## config.mk

```make
export PLATFORM = sky130hd
export DESIGN_NAME = store_align_buffer
export DESIGN_NICKNAME = d
export VERILOG_FILES = /design/src/rtl/store_align_buffer_pkg.sv /design/src/rtl/store_lane_align.sv /design/src/rtl/store_align_buffer.sv
export SDC_FILE = /design/constraint.sdc
export NUM_CORES = 1
export LEC_CHECK = 0
export CAP_MARGIN = 30
export CORE_ASPECT_RATIO = 2
export CORE_MARGIN = 3
export CORE_UTILIZATION = 50
export DETAILED_ROUTE_END_ITERATION = 8
export PLACE_DENSITY = 0.76
export SYNTH_ARGS = -nofsm -noshare
export SYNTH_HDL_FRONTEND = slang
export SYNTH_HIERARCHICAL = 1
export SYNTH_SLANG_ARGS = --single-unit
export TNS_END_PERCENT = 5
```

## constraint.sdc

```tcl
create_clock -name clk -period 13.9 [get_ports clk]
set_input_delay 2.78 -clock clk [delete_from_list [all_inputs] [get_ports clk]]
set_output_delay 2.78 -clock clk [all_outputs]
set_load 0.01 [all_outputs]
```

## src/rtl/store_align_buffer_pkg.sv

```systemverilog
// Shared load/store definitions: store type codes and strobe/lane widths
// used by the store buffer and its lane aligner.
package store_align_buffer_pkg;

  localparam int STRB_W = 4;
  localparam int LANES  = 4;

  localparam logic [3:0] STORE_SB  = 4'h1;
  localparam logic [3:0] STORE_SH  = 4'h2;
  localparam logic [3:0] STORE_SW  = 4'h3;
  localparam logic [3:0] STORE_SC  = 4'h4;
  localparam logic [3:0] STORE_SWL = 4'h5;
  localparam logic [3:0] STORE_SWR = 4'h6;

endpackage

```

## src/rtl/store_lane_align.sv

```systemverilog
// Combinational little-endian store aligner: places register data in its
// word lanes and derives byte strobes from the low address bits.
module store_lane_align
  import store_align_buffer_pkg::*;
(
  input  logic [3:0]        st_type,
  input  logic [1:0]        addr_lo,
  input  logic [31:0]       data,
  output logic [31:0]       wdata,
  output logic [STRB_W-1:0] wstrb,
  output logic              misalign
);

  // Unknown types and illegal offsets flag misalign with no strobes
  always_comb begin
    wdata    = '0;
    wstrb    = '0;
    misalign = 1'b0;
    case (st_type)
      STORE_SB: begin
        wstrb = 4'b0001 << addr_lo;
        wdata = {24'b0, data[7:0]} << {addr_lo, 3'b000};
      end
      STORE_SH: begin
        if (addr_lo[0]) begin
          misalign = 1'b1;
        end else if (addr_lo[1]) begin
          wstrb = 4'b1100;
          wdata = {data[15:0], 16'b0};
        end else begin
          wstrb = 4'b0011;
          wdata = {16'b0, data[15:0]};
        end
      end
      STORE_SW, STORE_SC: begin
        if (addr_lo != 2'd0) begin
          misalign = 1'b1;
        end else begin
          wstrb = 4'b1111;
          wdata = data;
        end
      end
      STORE_SWL: begin
        case (addr_lo)
          2'd0:    begin wstrb = 4'b0001; wdata = {24'b0, data[31:24]}; end
          2'd1:    begin wstrb = 4'b0011; wdata = {16'b0, data[31:16]}; end
          2'd2:    begin wstrb = 4'b0111; wdata = {8'b0, data[31:8]};   end
          default: begin wstrb = 4'b1111; wdata = data;                 end
        endcase
      end
      STORE_SWR: begin
        case (addr_lo)
          2'd0:    begin wstrb = 4'b1111; wdata = data;                 end
          2'd1:    begin wstrb = 4'b1110; wdata = {data[23:0], 8'b0};   end
          2'd2:    begin wstrb = 4'b1100; wdata = {data[15:0], 16'b0};  end
          default: begin wstrb = 4'b1000; wdata = {data[7:0], 24'b0};   end
        endcase
      end
      default: misalign = 1'b1;
    endcase
  end

endmodule

```

## src/rtl/store_align_buffer.sv

```systemverilog
// Store buffer between MEM and the data-side memory port: aligns stores,
// queues them in a FIFO with youngest-entry merging and a load-hazard probe.
module store_align_buffer
  import store_align_buffer_pkg::*;
#(
  parameter int DEPTH    = 4,
  parameter int ADDR_W   = 32,
  parameter bit MERGE_EN = 1'b1
) (
  input  logic                       clk,
  input  logic                       rst_n,
  input  logic                       in_valid,
  output logic                       in_ready,
  input  logic [3:0]                 in_type,
  input  logic [ADDR_W-1:0]          in_addr,
  input  logic [31:0]                in_wdata,
  output logic                       out_valid,
  input  logic                       out_ready,
  output logic [ADDR_W-1:0]          out_addr,
  output logic [31:0]                out_wdata,
  output logic [STRB_W-1:0]          out_wstrb,
  input  logic [ADDR_W-1:0]          ld_addr,
  output logic                       ld_hit,
  output logic                       err,
  output logic [$clog2(DEPTH+1)-1:0] count
);

  localparam int PTR_W = $clog2(DEPTH);
  localparam int CNT_W = $clog2(DEPTH+1);

  logic [ADDR_W-3:0]  mem_addr [DEPTH];
  logic [31:0]        mem_data [DEPTH];
  logic [STRB_W-1:0]  mem_strb [DEPTH];
  logic [DEPTH-1:0]   mem_valid;
  logic [PTR_W-1:0]   head, tail, youngest;
  logic [CNT_W-1:0]   count_q;

  logic [31:0]        al_wdata;
  logic [STRB_W-1:0]  al_wstrb;
  logic               al_misalign;
  logic               accept, push_ok, do_merge, do_write, pop;

  store_lane_align u_align (
    .st_type  (in_type),
    .addr_lo  (in_addr[1:0]),
    .data     (in_wdata),
    .wdata    (al_wdata),
    .wstrb    (al_wstrb),
    .misalign (al_misalign)
  );

  assign in_ready  = (count_q != CNT_W'(DEPTH));
  assign out_valid = (count_q != '0);
  assign count     = count_q;
  assign youngest  = tail - PTR_W'(1);

  assign accept  = in_valid & in_ready;
  assign push_ok = accept & ~al_misalign;
  assign pop     = out_valid & out_ready;

  // With two or more entries the youngest is never the head, so merging is safe alongside a pop
  assign do_merge = MERGE_EN && push_ok && (count_q >= CNT_W'(2)) &&
                    (mem_addr[youngest] == in_addr[ADDR_W-1:2]);
  assign do_write = push_ok & ~do_merge;

  assign out_addr  = out_valid ? {mem_addr[head], 2'b00} : '0;
  assign out_wdata = out_valid ? mem_data[head] : '0;
  assign out_wstrb = out_valid ? mem_strb[head] : '0;

  always_comb begin
    ld_hit = 1'b0;
    for (int i = 0; i < DEPTH; i++) begin
      if (mem_valid[i] && ((ld_addr >> 2) == ADDR_W'(mem_addr[i])))
        ld_hit = 1'b1;
    end
  end

  always_ff @(posedge clk) begin
    if (!rst_n) begin
      head      <= '0;
      tail      <= '0;
      count_q   <= '0;
      err       <= 1'b0;
      mem_valid <= '0;
      for (int i = 0; i < DEPTH; i++) begin
        mem_addr[i] <= '0;
        mem_data[i] <= '0;
        mem_strb[i] <= '0;
      end
    end else begin
      err <= accept & al_misalign;
      if (do_write) begin
        mem_addr[tail]  <= in_addr[ADDR_W-1:2];
        mem_data[tail]  <= al_wdata;
        mem_strb[tail]  <= al_wstrb;
        mem_valid[tail] <= 1'b1;
        tail            <= tail + PTR_W'(1);
      end
      if (do_merge) begin
        mem_strb[youngest] <= mem_strb[youngest] | al_wstrb;
        for (int b = 0; b < LANES; b++) begin
          if (al_wstrb[b])
            mem_data[youngest][8*b +: 8] <= al_wdata[8*b +: 8];
        end
      end
      if (pop) begin
        mem_valid[head] <= 1'b0;
        head            <= head + PTR_W'(1);
      end
      if (do_write && !pop)
        count_q <= count_q + CNT_W'(1);
      else if (!do_write && pop)
        count_q <= count_q - CNT_W'(1);
    end
  end

endmodule

```

### Met3 routing

Bar = 50 um.
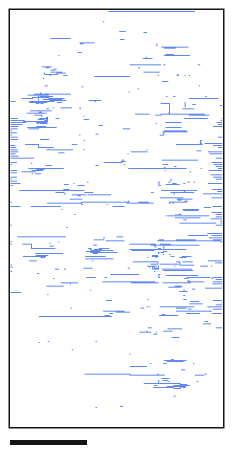
wire length on this layer = 2,920 um
nets with wire on the layer = 286
longest straight run = 55.9 um
share of all routed wire = 5.2%
overall via count from detail_route: 12,800
met3 track utilization from global routing: 2.64%

### Signal wires by layer

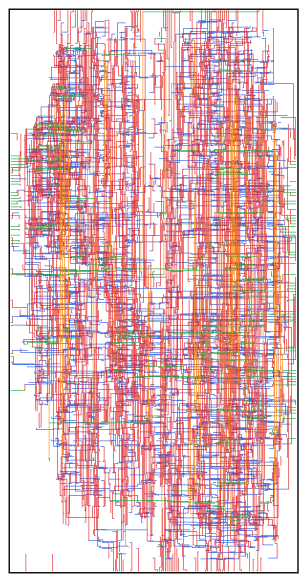
blue -> M1  # wire length 17,100 um
red -> M2  # wire length 30.0 mm
orange -> M4  # wire length 5,720 um
green -> M3  # wire length 2,920 um
average wire length per cell after detail routing: 27.6 um
post-detailed-routing wire length: 55,700 um
global-route usage over all layers: 29.2%

### Cell placement

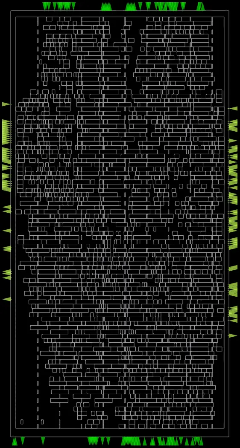
sequential share of cell area: 40.2%
final core area utilization: 59.3%
area of the core region: 34,500 um2

==> reports/writeup.txt <==
Yosys reports that the leading cell type by area covers 45.3% of the netlist area. The setup path with the least slack is of type primary input to output pin. The registers reported with the highest flop counts are mem_data (128), mem_addr (120), mem_strb (16).

The number of buffers and inverters on the critical path came out at 2. The worst hold-check slack is 554 ps, and the area of combinational cells with multiple inputs is 8700 um2. The commonest register cell is edfxtp_1. The capture point of the worst register-to-register path is recorded as mem_strb[0][1]$_SDFFCE_PN0P_. The logs give 11,120 ps for the required time of the worst setup path and 0 for the initial antenna violation count. The H-tree depth reported by CTS was 1; the top-level I/O count was 179. Headroom to the max-slew limit came out at 29.9%.

The tools report the area of placed instances as 19,600 um2. The number of buffers created by CTS was 26. Before placement the cells fill 50.7% of the core. The synthesis report lists the most area-consuming cells as edfxtp_1 (45%), mux4_2 (12%), and2_1 (7.7%).

The top cell type in the final layout, fill and taps aside, is edfxtp_1. For the worst setup path, the data arrival time is 5670 ps. Yosys instantiated no cell more often than edfxtp_1. TritonCTS built the clock tree.

The script extracted a total leakage power of 0.00732 uW. Summing all flip-flop and latch instances after layout gives 8220 um2. The final report lists a non-filler cell total of 2,017.

The maximum fanout along the worst path came out at 4. In the final timing run, aggregate negative setup slack is 0 ps. Per the placement log, port buffering inserted 174 buffers. The logs give 80 for the number of distinct library cells after synthesis and 0 for the number of setup violations in the final report. Across the whole layout, multi-input logic makes up 42.6% of the cell area.

For reference, the post-synthesis area per instance comes to 12.2 um2. For the global-route wire length before repair, the log shows 82,600 um. For this design, the CTS-stage hold fixing added 0 buffers.

Most prevalent standard cell on the critical path: nand4_1. The final layout contains 1,670 nets. With the clock network power consumption at 716 uW, the number of tap cells inserted is 441.

The number of antenna diodes was 0; the number of filler cells placed in the layout was 2,846. The timing startpoint of the critical path was ld_addr[20]. The largest register by flop count is mem_data.

With the mean number of vias per cell at 6.36, the synthesis-stage register bit count is 278. The worst setup path is captured at an output pin. Per the layout report, the design carries 34 clock buffers. The final period demand of the worst path works out to 8450 ps. The run gives 128 for the flip-flop count of the largest register, all copies and words added. The fraction of final cell area spent on non-clock buffers in this run is 9.80%. The cell sitting at the root of the clock tree is a clkbuf_16. The register share of total power was 39.0%; the detailed route wirelength on metal3 was 2920 um.

For reference, the critical path cell chain is clkdlybuf4s50_1, xnor2_1, nand4_1, nor4_1, nand4_1, nand4_1, clkdlybuf4s50_1. Post-synthesis instance total: 1,429. Routed metal-1 wirelength: 17,100 um.

Looking at the area split, the leading class of cells is multi-input combinational cells. The end of the critical path was ld_hit. Looking at the reg2reg group, the worst path starts from tail[0]$_SDFFE_PN0N_. Measured against the total synthesized area, the mux share comes to 15.3%. The cell class contributing the biggest share of worst-path delay is simple AND/OR/NAND/NOR gates. Once layout is done, the placed cells without fillers occupy 20,400 um2.

The clock network is responsible for 27.1% of the overall power. Derived from the worst setup path, the maximum achievable clock frequency is 0.118 GHz. Multi-input logic cell count: 1,012. In the layout the commonest cells are edfxtp_1 (264), and2_1 (216), clkdlybuf4s50_1 (173). Per the log, the first TritonRoute iteration ended with a DRC count of 1,065. The count of inverters not on the clock network in the layout is 30. The routed design uses 30,000 um of met2 wire.

Number of optimization iterations in the first detailed-route pass: 7. The dominant kind of combinational cell is simple AND/OR/NAND/NOR gates. The worst path meets setup with 5450 ps of slack.

The transition time recorded at the tightest slew-check pin is 1040 ps. The start point of the worst hold path was mem_valid[3]$_SDFF_PN0_. Ratio of cells with drive above 1 in the final layout: 13.8%. With the part of the cycle the worst path needs at 60.8%, the number of antenna-violating nets in the routed design is 0. The cell with the largest stage delay on the worst path was xnor2_1. The cell-mix breakdown from Yosys lists the XOR/XNOR area share as 7.46%.

With the cell count of the worst reg-to-reg path at 12, the clock tree skew after final layout is 22.9 ps. The layout has 208 buffers outside the clock class. The logs give a warning total of 36. Measured on the final layout, the clock distribution area share stands at 4.12%.

The floorplan has 96 rows. The tools report the number of cells in the yosys synthesis report as 1,429. The run gives 560 ps for the clock latency on the worst-skew pair. In this run, the synthesized area fraction spent on and/or/nand/nor cells is recorded as 18.7%. The last weighted congestion value of the routability-driven placer came out at 0.986.

The routed layout reports a DRC error count of 0. Once the clock tree was built, the resizer swapped 0 gates to a different size. The share of synthesized cell area in full adder, half adder and majority cells was 0.758%. Setup repair after global routing left no endpoint under its margin. The total power density per cell area is 129 nW/um2.

The placed wire-length estimate after detailed placement was 41,400 um; the worst slack at placement was 5500 ps. The area reported by Yosys stat came out at 17,500 um2. The design draws 2640 uW. Summing every instance area after synthesis gives 17,500 um2. STA classifies the critical path startpoint as a primary input. Looking at the group totals, the largest power group turns out to be registers. With the final tally of max-slew violations at 0, the internal power is 1810 uW. After clock tree synthesis, the clock-pin slew on the worst setup and hold paths is 70 ps.

The flow ran to the end, and the final reports show no timing, DRC or antenna violations. After clock tree synthesis, the setup repair step added 0 buffers. The die extent in y works out to 271 um.

The run gives 278 as the count of sequential standard cells. Counting instances in the post-synthesis netlist gives the leading cell types as edfxtp_1 (264), and2_1 (216), xnor2_1 (95). In this run the full chip footprint comes out at 37,400 um2. Summed over all nets, the switching power comes to 834 uW. CTS reports a maximum clock tree buffer depth of 3.

With the fraction of registers with async set or reset after synthesis at 0%, the number of clock sinks is 278. The sequential cell area fraction in the yosys report came out at 46.9%. The met2 capacity usage during global routing was 53.8%. The type recorded for the worst min-delay path is register to register. The number of global-route vias before repair was 13,400; the number of cells on the worst hold path was 2. The flow measured a signed area growth from synthesis to layout of 16.8%. The part of the total power dissipated in combinational logic is 33.9%.

Looking at the hold checks, the worst path lands on mem_valid[3]$_SDFF_PN0_. The worst reg-to-reg setup slack is 8430 ps. Top metal layer carrying routed signals: met4. The largest vdd supply drop is 0.000112 V, and the count of warnings emitted by yosys is 6. The global routing report lists met1 layer usage as 29.1%. Per the OpenROAD floorplan log, the width of the die is 138 um.

The power of the sequential group is 1030 uW, and the biggest cell delay along the critical path is 670 ps. The compound-gate portion of the synthesized area was 7.39%; the number of enable flip-flop cells was 264. Per report_power, the Combinational row totals 894 uW. The switching share of power was 31.6%; the total of max-cap violations was 0.

Global routing finished with a remaining overflow of 0. The tools report the total placed cells including tap cells as 1,968.
No activity file was given, so power comes from the tool's default toggle rates.
